File: src/rtl/pulse_pkg.sv
// Shared types and helpers for the pulse stretcher.
//   state_t : FSM state encoding (IDLE, HIGH, LOW)
//   max_u   : constant-foldable maximum, used to size the cycle timer
package pulse_pkg;

  typedef enum logic [1:0] {
    IDLE,
    HIGH,
    LOW
  } state_t;

  function automatic int unsigned max_u(input int unsigned a, input int unsigned b);
    return (a > b) ? a : b;
  endfunction

endpackage

File: src/rtl/pulse_stretcher_cycle_timer.sv
// cycle_timer: loadable down-counter with a done flag.
// Ports:
//   clk      : clock, posedge
//   reset    : synchronous, active-low
//   load     : load load_val this cycle (takes priority over counting)
//   load_val : value to load; done asserts load_val+1 edges after the load
//   done     : count has reached zero
module cycle_timer #(
  parameter int unsigned W = 3
) (
  input  logic         clk,
  input  logic         reset,
  input  logic         load,
  input  logic [W-1:0] load_val,
  output logic         done
);

  logic [W-1:0] cnt;

  always_ff @(posedge clk) begin
    if (!reset) begin
      cnt <= '0;
    end else if (load) begin
      cnt <= load_val;
    end else if (cnt != '0) begin
      cnt <= cnt - 1'b1;
    end
  end

  assign done = (cnt == '0);

endmodule

File: src/rtl/pulse_stretcher.sv
// pulse_stretcher: turns single-cycle event strobes into held levels of
// HOLD_CYCLES high followed by at least GAP_CYCLES low, queuing up to
// MAX_PENDING events that arrive while a level is being emitted.
// Ports:
//   clk      : clock, posedge
//   reset    : synchronous, active-low
//   pulseIn  : event strobe, one event per cycle sampled high
//   levelOut : stretched level (registered)
//   busy     : FSM not idle (registered)
//   pending  : queued, not-yet-emitted events
//   dropped  : one-cycle strobe, an event was lost to saturation
module pulse_stretcher
  import pulse_pkg::*;
#(
  parameter  int unsigned HOLD_CYCLES = 4,
  parameter  int unsigned GAP_CYCLES  = 2,
  parameter  int unsigned MAX_PENDING = 3,
  localparam int unsigned PW          = $clog2(MAX_PENDING + 1)
) (
  input  logic          clk,
  input  logic          reset,
  input  logic          pulseIn,
  output logic          levelOut,
  output logic          busy,
  output logic [PW-1:0] pending,
  output logic          dropped
);

  localparam int unsigned CW = $clog2(max_u(HOLD_CYCLES, GAP_CYCLES) + 1);
  // Timer is loaded with N-1 so the state's final edge is the one that sees done.
  localparam logic [CW-1:0] HOLD_LD = CW'(HOLD_CYCLES - 1);
  localparam logic [CW-1:0] GAP_LD  = CW'(GAP_CYCLES - 1);
  localparam logic [PW-1:0] MAX_P   = PW'(MAX_PENDING);

  state_t          state, state_n;
  logic            tmr_load;
  logic [CW-1:0]   tmr_val;
  logic            tmr_done;
  logic            start;
  logic            want;
  logic [PW-1:0]   pending_n;
  logic            dropped_n;

  cycle_timer #(.W(CW)) u_timer (
    .clk      (clk),
    .reset    (reset),
    .load     (tmr_load),
    .load_val (tmr_val),
    .done     (tmr_done)
  );

  assign want = pulseIn || (pending != '0);

  always_comb begin
    state_n  = state;
    tmr_load = 1'b0;
    tmr_val  = '0;
    unique case (state)
      IDLE: begin
        if (want) begin
          state_n  = HIGH;
          tmr_load = 1'b1;
          tmr_val  = HOLD_LD;
        end
      end
      HIGH: begin
        if (tmr_done) begin
          state_n  = LOW;
          tmr_load = 1'b1;
          tmr_val  = GAP_LD;
        end
      end
      LOW: begin
        if (tmr_done) begin
          if (want) begin
            state_n  = HIGH;
            tmr_load = 1'b1;
            tmr_val  = HOLD_LD;
          end else begin
            state_n = IDLE;
          end
        end
      end
      default: state_n = IDLE;
    endcase
  end

  assign start = (state_n == HIGH) && (state != HIGH);

  // A start serves the oldest queued event first; a same-cycle pulse then
  // takes its queue slot, so the count is net unchanged.
  always_comb begin
    pending_n = pending;
    dropped_n = 1'b0;
    if (start) begin
      if (pending != '0) begin
        pending_n = pending - PW'(1) + PW'(pulseIn);
      end
    end else if (pulseIn) begin
      if (pending < MAX_P) begin
        pending_n = pending + PW'(1);
      end else begin
        dropped_n = 1'b1;
      end
    end
  end

  always_ff @(posedge clk) begin
    if (!reset) begin
      state    <= IDLE;
      levelOut <= 1'b0;
      busy     <= 1'b0;
      pending  <= '0;
      dropped  <= 1'b0;
    end else begin
      state    <= state_n;
      levelOut <= (state_n == HIGH);
      busy     <= (state_n != IDLE);
      pending  <= pending_n;
      dropped  <= dropped_n;
    end
  end

endmodule

File: config.mk
export PLATFORM = sky130hd
export DESIGN_NAME = pulse_stretcher
export DESIGN_NICKNAME = d
export VERILOG_FILES = /design/src/rtl/pulse_pkg.sv /design/src/rtl/pulse_stretcher_cycle_timer.sv /design/src/rtl/pulse_stretcher.sv
export SDC_FILE = /design/constraint.sdc
export NUM_CORES = 1
export LEC_CHECK = 0
export CAP_MARGIN = 10
export CORE_MARGIN = 3
export CORE_UTILIZATION = 35
export DETAILED_ROUTE_END_ITERATION = 10
export HOLD_SLACK_MARGIN = 0.12
export PLACE_DENSITY_LB_ADDON = 0.25
export SYNTH_ARGS = -nofsm -noshare
export SYNTH_HDL_FRONTEND = slang
export SYNTH_SLANG_ARGS = --single-unit
File: constraint.sdc
create_clock -name clk -period 4.35 [get_ports clk]
set_input_delay 0.87 -clock clk [delete_from_list [all_inputs] [get_ports clk]]
set_output_delay 0.87 -clock clk [all_outputs]
set_load 0.02 [all_outputs]
==> images/layer_met1.png <==
Scale: 10 px per um. Supply wires on this layer in grey. Cells faint in the background.
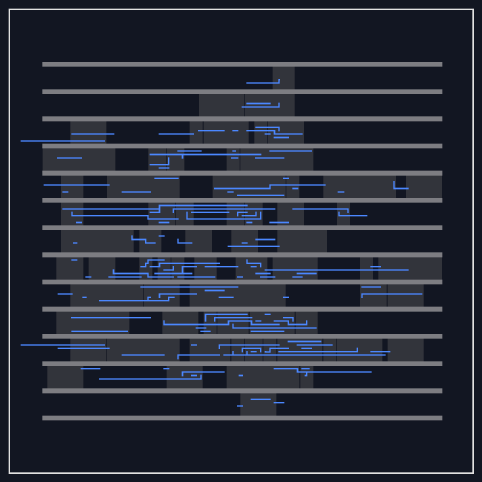
longest straight run: 16.1 um
share of all routed wire: 48%
nets with wire on the layer: 66
main direction: horizontal

==> run summary <==
yosys + openroad results -> Max FO, Critical Path 10, setup violators final 0, routability cong. approximately 0.74, CP top delay family AND-OR/OR-AND gates, root buf cell clkbuf_4, logic share of the area roughly 47%, and+or+nand+nor area frac a little over a fifth, count of cell types in the netlist 23, OpenROAD warning count 28, comb_multi_in between 40 and 50, # clk buffers 4, drt wl/cell 10.9 um, Area contributors post-synth dfxtp_1 (35%), ha_1 (11%), a221oi_4 (4.6%), AO/OA Area Share between 10% and 20%, r2r endpoint pending[0]$_SDFFE_PN0P_, CP cell instances clkdlybuf4s50_1 > bufinv_8 > a221oi_4 > mux2i_1 > o31a_1, leakage around 0.29 nW, H-tree depth 1, post-route ant nets 0, die width roughly 46 um, overall routing resource usage about a tenth, dpl hpwl ~650 um, maximum buffer depth of the clock tree 2, most used logic cell in the final layout dfxtp_1, skew final 0.00517 ns, GRT met3 Usage under 10%, Largest regs u_timer.cnt: 3 flops, pending: 2 flops, state: 2 flops, Repair and plain buffers 7, core area 1420 um2, Top pwr grp combinational cells, Mapped Cells between 50 and 60, Yosys top cell area share between 30% and 40%, Seq cells 10, vias per cell between 4 and 5, smallest hold slack approximately 0.54 ns, TAP cells 15, status finished clean, largest net degree at the start of global routing 11, clk tree area frac 5.36%, FF-to-FF setup slack approximately 2.5 ns, met1 usage in global routing approximately an eighth, area delta synth->final 19.4%, Post-Route Setup TNS 0 ns, Top cells excl fill/tap dfxtp_1 (10), clkdlybuf4s50_1 (7), nand2_1 (5), nor2_1 (5), ha_1 (5), Mapped Area about 570 um2, Worst setup EP type flop, Critical-path top delay cell clkdlybuf4s50_1, post-CTS setup buffers 0, chip area between 2000 and 2500 um2, Seq/total area approximately 30%, Worst slew margin between 60% and 70%, crit path kind input pin to flop, PostCTS Resize Cnt 0, DR DRC count 0, global-route wire length before repair ~1500 um, wl on met1 429 um, buffers added on ports 7, Max Cap Viol 0, Fmax around 0.43 GHz, sw frac between 30% and 40%, layout cell share with drive strength beyond 1 ~15%, Ant. Diodes 0, DR top layer met4, crit path DRT 4.51 ns, nets@finish about 76
==> images/layer_met2.png <==
Scale: 10 px per um.
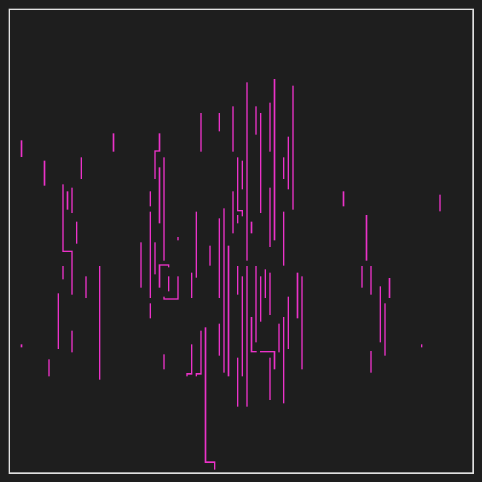
main direction: vertical
nets with wire on the layer: 62
wire length on this layer: 396 um
longest straight run: 17.7 um
routed wire length: 894 um
M2 GR Usage: 15.4%

Power figures rest on the tool's default switching activity, not on a simulated workload.
